--- src/rtl/wb_stage_pipe.sv ---
// Writeback stage: result select, load formatting, register-file write port,
// jump redirect with a post-jump kill window, and a retired-instruction counter.
module wb_stage_pipe #(
   parameter int unsigned XLEN   = 32,
   parameter int unsigned RIDX_W = 5,
   parameter int unsigned KILL_N = 2,
   parameter int unsigned CNT_W  = 32,
   localparam int unsigned OFF_W = $clog2(XLEN / 8)
) (
   input  logic              clk,
   input  logic              rst,
   input  logic              in_valid,
   output logic              in_ready,
   input  logic [1:0]        in_sel,
   input  logic [RIDX_W-1:0] in_rd,
   input  logic              in_wen,
   input  logic [XLEN-1:0]   in_pc,
   input  logic [XLEN-1:0]   in_alu,
   input  logic [XLEN-1:0]   in_imm,
   input  logic [XLEN-1:0]   in_load_raw,
   input  logic [2:0]        in_load_fmt,
   input  logic [OFF_W-1:0]  in_byte_off,
   input  logic              in_jump,
   input  logic              rf_stall,
   output logic              rf_we,
   output logic [RIDX_W-1:0] rf_waddr,
   output logic [XLEN-1:0]   rf_wdata,
   output logic              redirect_valid,
   output logic [XLEN-1:0]   redirect_pc,
   output logic [CNT_W-1:0]  retire_count
);

   localparam int unsigned KW = 3;

   if (XLEN != 32 && XLEN != 64) begin : g_bad_xlen
      $error("wb_stage_pipe: XLEN must be 32 or 64");
   end

   typedef enum logic {ST_RUN, ST_KILL} state_e;

   state_e              state_q, state_d;
   logic [KW-1:0]       kill_cnt_q, kill_cnt_d;
   logic                rf_we_q, rf_we_d;
   logic [RIDX_W-1:0]   rf_waddr_q, rf_waddr_d;
   logic [XLEN-1:0]     rf_wdata_q, rf_wdata_d;
   logic                redir_v_q, redir_v_d;
   logic [XLEN-1:0]     redir_pc_q, redir_pc_d;
   logic [CNT_W-1:0]    retire_q, retire_d;

   logic [OFF_W-1:0]    off_h, off_w;
   logic [7:0]          lane_b;
   logic [15:0]         lane_h;
   logic [31:0]         lane_w;
   logic [XLEN-1:0]     load_val;
   logic [XLEN-1:0]     result;

   function automatic logic [XLEN-1:0] ext8(input logic [7:0] v, input logic sgn);
      logic [XLEN-1:0] r;
      r      = {XLEN{sgn & v[7]}};
      r[7:0] = v;
      return r;
   endfunction

   function automatic logic [XLEN-1:0] ext16(input logic [15:0] v, input logic sgn);
      logic [XLEN-1:0] r;
      r       = {XLEN{sgn & v[15]}};
      r[15:0] = v;
      return r;
   endfunction

   function automatic logic [XLEN-1:0] ext32(input logic [31:0] v, input logic sgn);
      logic [XLEN-1:0] r;
      r       = {XLEN{sgn & v[31]}};
      r[31:0] = v;
      return r;
   endfunction

   assign in_ready = !rf_stall;

   // Lane extraction and sign/zero extension of the raw load word.
   always_comb begin
      off_h  = in_byte_off & ~OFF_W'(1);
      off_w  = in_byte_off & ~OFF_W'(3);
      lane_b = 8'(in_load_raw >> {in_byte_off, 3'b000});
      lane_h = 16'(in_load_raw >> {off_h, 3'b000});
      lane_w = 32'(in_load_raw >> {off_w, 3'b000});
      load_val = '0;
      case (in_load_fmt)
         3'b000:  load_val = ext8(lane_b, 1'b1);
         3'b001:  load_val = ext16(lane_h, 1'b1);
         3'b010:  load_val = ext32(lane_w, 1'b1);
         3'b011:  load_val = in_load_raw;          // LD; on XLEN=32 the full word is LW
         3'b100:  load_val = ext8(lane_b, 1'b0);
         3'b101:  load_val = ext16(lane_h, 1'b0);
         3'b110:  load_val = ext32(lane_w, 1'b0);  // on XLEN=32 identical to LW
         default: load_val = '0;
      endcase
   end

   // Result source select.
   always_comb begin
      result = in_alu;
      case (in_sel)
         2'b00:   result = in_alu;
         2'b01:   result = load_val;
         2'b10:   result = in_pc + XLEN'(4);
         default: result = in_imm;
      endcase
   end

   // Next-state and output-register logic; a stall freezes everything.
   always_comb begin
      state_d    = state_q;
      kill_cnt_d = kill_cnt_q;
      rf_we_d    = rf_we_q;
      rf_waddr_d = rf_waddr_q;
      rf_wdata_d = rf_wdata_q;
      redir_v_d  = redir_v_q;
      redir_pc_d = redir_pc_q;
      retire_d   = retire_q;
      if (!rf_stall) begin
         rf_we_d   = 1'b0;
         redir_v_d = 1'b0;
         if (in_valid) begin
            case (state_q)
               ST_RUN: begin
                  rf_we_d    = in_wen && (in_rd != '0);
                  rf_waddr_d = in_rd;
                  rf_wdata_d = result;
                  retire_d   = retire_q + CNT_W'(1);
                  if (in_jump) begin
                     redir_v_d  = 1'b1;
                     redir_pc_d = {in_alu[XLEN-1:1], 1'b0};
                     if (KILL_N != 0) begin
                        state_d    = ST_KILL;
                        kill_cnt_d = KW'(KILL_N);
                     end
                  end
               end
               ST_KILL: begin
                  kill_cnt_d = kill_cnt_q - KW'(1);
                  if (kill_cnt_q <= KW'(1)) begin
                     state_d = ST_RUN;
                  end
               end
               default: state_d = ST_RUN;
            endcase
         end
      end
   end

   // State and output registers.
   always_ff @(posedge clk or posedge rst) begin
      if (rst) begin
         state_q    <= ST_RUN;
         kill_cnt_q <= '0;
         rf_we_q    <= 1'b0;
         rf_waddr_q <= '0;
         rf_wdata_q <= '0;
         redir_v_q  <= 1'b0;
         redir_pc_q <= '0;
         retire_q   <= '0;
      end else begin
         state_q    <= state_d;
         kill_cnt_q <= kill_cnt_d;
         rf_we_q    <= rf_we_d;
         rf_waddr_q <= rf_waddr_d;
         rf_wdata_q <= rf_wdata_d;
         redir_v_q  <= redir_v_d;
         redir_pc_q <= redir_pc_d;
         retire_q   <= retire_d;
      end
   end

   assign rf_we          = rf_we_q;
   assign rf_waddr       = rf_waddr_q;
   assign rf_wdata       = rf_wdata_q;
   assign redirect_valid = redir_v_q;
   assign redirect_pc    = redir_pc_q;
   assign retire_count   = retire_q;

endmodule

--- config.mk ---
export PLATFORM = sky130hd
export DESIGN_NAME = wb_stage_pipe
export DESIGN_NICKNAME = d
export VERILOG_FILES = /design/src/rtl/wb_stage_pipe.sv
export SDC_FILE = /design/constraint.sdc
export NUM_CORES = 1
export LEC_CHECK = 0
export CELL_PAD_IN_SITES_DETAIL_PLACEMENT = 2
export CELL_PAD_IN_SITES_GLOBAL_PLACEMENT = 2
export CORE_MARGIN = 2
export CORE_UTILIZATION = 27
export CTS_CLUSTER_SIZE = 14
export DETAILED_ROUTE_END_ITERATION = 10
export HOLD_SLACK_MARGIN = 0.02
export PLACE_DENSITY_LB_ADDON = 0.1
export SLEW_MARGIN = 20
export SYNTH_ARGS = -nofsm -noshare
export SYNTH_HDL_FRONTEND = slang
export SYNTH_SLANG_ARGS = --single-unit
--- constraint.sdc ---
create_clock -name clk -period 7.1 [get_ports clk]
set_input_delay 1.42 -clock clk [delete_from_list [all_inputs] [get_ports clk]]
set_output_delay 1.42 -clock clk [all_outputs]
set_load 0.01 [all_outputs]
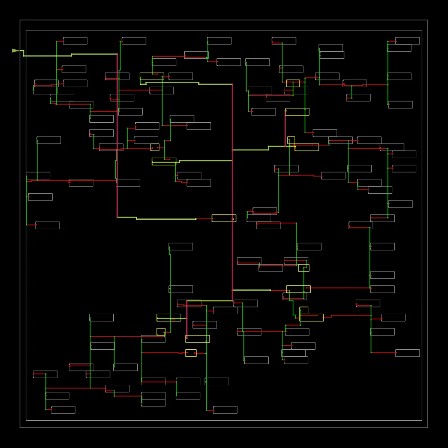
Figure 1: run 1, the clock network.
clk_skew: 8.19 ps
clock-net power: 0.523 mW
seq_cells: 106
clkbuf count: 10

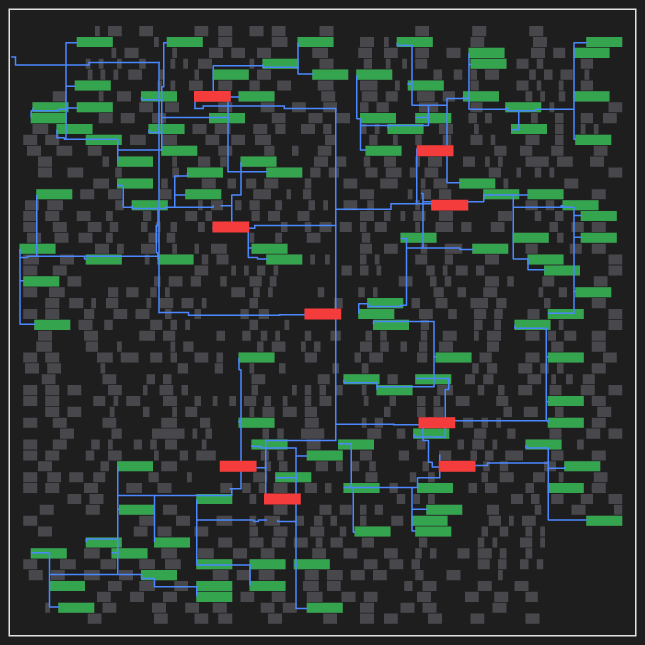
Figure 2: run 1, clock network drawn from the DEF.
Scale: 4 px per µm.
- green: flip-flops (count 106)
- red: clock-net drivers (count 9)
- blue: clock wires (length 1730 µm)
- flops lie: all over the die

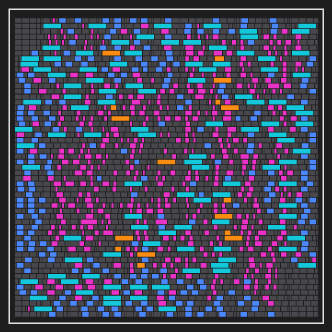
Figure 3: run 1, placed cells, one colour a class.
Scale: 2 px per µm. Fill, decap, tap and diode cells in grey.
- blue: remaining buffers and delay cells (cells 255; share of their area 28%)
- orange: clock drivers and dummy loads (cells 16; share of their area 3.3%)
- cyan: registers (cells 106; share of their area 30%)
- magenta: remaining logic cells (cells 510; share of their area 38%)
Core Area: 22700 µm²
end-of-flow core utilization: 40.8%

==> flow_summary.yaml, run 1 <==
# synthesis and place-and-route metrics
global_route:
  grt_max_degree: 62
  grt_overflow: 0
final_timing:
  rsz0062_at_grt: "no"
  finalMaxSlewViolations: 0
logic_synthesis:
  synth_cell_types: 76
  yosys_area_um2: 6260
  largest_area_cell: "dfrtp_1"
  syn_nets: 804
  synth_warnings: 0
route:
  post_drt_wl_per_cell_um: 24.4
  ant_nets: 0
  via_per_inst: 5.38
  drtIter0Drc: 236
power:
  power-top-group: "combinational logic"
  vdd_drop_max_uv: 136
  p_clk_share_pct: 20.7
  pg_comb_mw: 1.05
critical_path:
  regToRegSetupSlack_ps: 4720
  path_cells: "clkdlybuf4s50_1 -> inv_1 -> clkdlybuf4s50_1"
  crit_end: "in_ready"
  slowest_delay_ps: 530
floorplan:
  rows: 55
  fp.dieW_um: 156
  io_pins: 250
clock_tree:
  cts_buffer_depth: 2
  clk_latency_ps: 360
  clock_sinks: 106
  cts_tree: "built"
placed_design:
  gp_congestion: 0.849
final_layout:
  clk_share_pct: 3.19
  fill_cells: 2418
  comb_share_pct: 36.6
  area_growth_pct: 48.1
  layoutNonFillerInstCount: 1172
hold_path:
  min_delay_path_depth: 1
  hold_class: "flop to flop"
status:
  outcome: "complete, no violations"
[run 1: routing by layer]
| layer | wire length, µm | up-vias | share of wire, % | GRT usage [%] |
|---|---|---|---|---|
| met2 | 13700 | 195 | 48 | 39.6 |
| met4 | 457 | 0 | 1.6 | 5.68 |
| met1 | 12700 | 3208 | 44 | 31.8 |
| li1 | - | 2881 | - | - |
| met5 | 0 | - | 0 | 0 |
| met3 | 1670 | 27 | 5.9 | 5.21 |
[run 1: logic make-up after synthesis]
group / Yosys count / synth area share [%]
buf+inv: 49 / 3.72
xor+xnor: 45 / 6.30
flops: 106 / 42.4
compound gates: 175 / 18.6
fa+ha+maj: 3 / 0.600
simple gates: 228 / 19.7
other cells: 1 / 0.0599
mux: 48 / 8.68
[run 1: worst max-delay path: cells and delay by family]
family / cells / cell delay [ps]
buf+inv: 3 / 1150
--- run 2 (diff from run 1) ---
--- a/config.mk
+++ b/config.mk
@@ -8,7 +8,7 @@
 export CELL_PAD_IN_SITES_DETAIL_PLACEMENT = 2
 export CELL_PAD_IN_SITES_GLOBAL_PLACEMENT = 2
 export CORE_MARGIN = 2
-export CORE_UTILIZATION = 27
+export CORE_UTILIZATION = 23
 export CTS_CLUSTER_SIZE = 14
 export DETAILED_ROUTE_END_ITERATION = 10
 export HOLD_SLACK_MARGIN = 0.02
==> constraint.sdc (replaced) <==
create_clock -name clk -period 3.2 [get_ports clk]
set_input_delay 0.64 -clock clk [delete_from_list [all_inputs] [get_ports clk]]
set_output_delay 0.64 -clock clk [all_outputs]
set_load 0.01 [all_outputs]
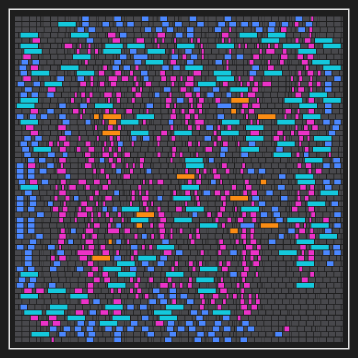
Figure 4: run 2, placed cells, one colour a class.
Scale: 2 px per µm. Fill, decap, tap and diode cells in grey.
- orange: clock drivers and dummy loads (cells 16; share of their area 3.1%)
- magenta: remaining logic cells (cells 510; share of their area 38%)
- blue: remaining buffers and delay cells (cells 280; share of their area 30%)
- cyan: registers (cells 106; share of their area 29%)
# rows: 60
post-route cell area: 9550 µm²
Core Area: 26800 µm²
end-of-flow core utilization: 35.6%
flop share of the area: 27.8%

==> run 2 against run 1 <==
  * Sequential share of layout area shrank 0.85 points
  * First-iteration DRC count grew 33%
  * Sequential power increased by 120%
  * Routed wire length up 3.0%
  * Non-clock buffer count up 25
  * Combinational power rose by 120%
  * Power up 120%
  * Count of clock-buffer cells in the layout is 1 lower
  * Hold slack gained 16 ps
  * Clock power is 120% higher
  * Cell area increased by 3.1%
  * Global-route usage shrank 2.8 points
==> flow_summary.yaml, run 2 <==
# synthesis and place-and-route metrics
status:
  outcome: "complete, no violations"
clock_tree:
  clock_sinks: 106
  cts_tree: "built"
  cts_buffer_depth: 2
floorplan:
  io_pins: 250
  tapCellCount: 341
  fp.dieW_um: 169
  die_h_um: 169
placed_design:
  gp_congestion: 0.881
critical_path:
  cp_top_family: "AND-OR/OR-AND gates"
  path_cells: "clkdlybuf4s50_1 -> ha_1 -> and4_1 -> nand4_2 -> o31a_1 -> o21ai_0 -> a21oi_1"
  slowest_delay_ps: 560
  worst-path-stages: 7
  path_buffers: 1
  crit_path_max_fanout: 9
route:
  post_drt_wl_per_cell_um: 23.5
  ant_nets: 0
  drtIter0Drc: 315
  dr_wl_met2_um: 14400
  route.met3.wl_um: 1360
  drt-met1-wl_um: 13100
  top_layer_used: "met5"
  routed_wl_um: 29400
  via_per_inst: 5.07
logic_synthesis:
  synth_cell_types: 76
  compound_area_share_pct: 18.6
  xor_share_pct: 6.30
  yosys_area_um2: 6260
  syn_nets: 804
  largest_area_cell: "dfrtp_1"
  simple_gate_area_share_pct: 19.7
  edf_count: 0
  synth_warnings: 0
  synthCells: 655
  synthMuxAreaShare_pct: 8.68
  synth-adder-area-share_pct: 0.600
final_timing:
  slew_headroom_pct: 32.2
  finalMaxSlewViolations: 0
  fin_worst_skew_ps: 10.1
global_route:
  grt_overflow: 0
  busiest_layer: "met2"
  grt_max_degree: 48
  grt_pass1_wl_um: 45600
  use_met3_pct: 4.44
  met1_usage_pct: 26.9
  met2_usage_pct: 36.3
power:
  p_clk_share_pct: 20.4
final_layout:
  clk_share_pct: 2.99
  clock_buffers: 9
  fill_cells: 2905
  area_growth_pct: 52.6
hold_path:
  hold_class: "flop to flop"
  min_delay_path_depth: 2
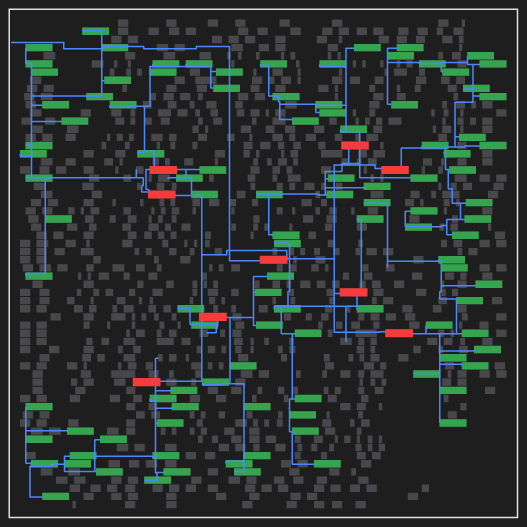
Figure 5: run 2, clock network drawn from the DEF.
Scale: 3 px per µm.
- red: clock-net drivers (count 9)
- blue: clock wires (length 1810 µm)
- green: flip-flops (count 106)
- routed clock nets: 10
- flops lie: all over the die

-- run 2: cell counts after synthesis --
No cell type changed its count.
-- run 2: power groups by stage --
stage	Combinational, mW	Sequential, mW	Clock (mW)
2_1_floorplan	0.707	2.28	0
3_3_place_gp	2.33	2.13	0
3_5_place_dp	2.38	2.16	0
4_1_cts	2.39	2.14	1.19
5_1_grt	2.54	2.21	1.23
6_report	2.35	2.13	1.15
-- run 2: worst paths after layout --
check / to / slack, ps
setup / recovery: rf_wdata[24] / 480
hold / removal: rf_wdata[11] / 490
setup reg to reg: retire_count[16] / 1150
hold reg to reg: rf_wdata[11] / 490
max in group asynchronous: retire_count[29] / 1610
min in group asynchronous: rf_wdata[25] / 750
Power and IR drop assume default switching activity.
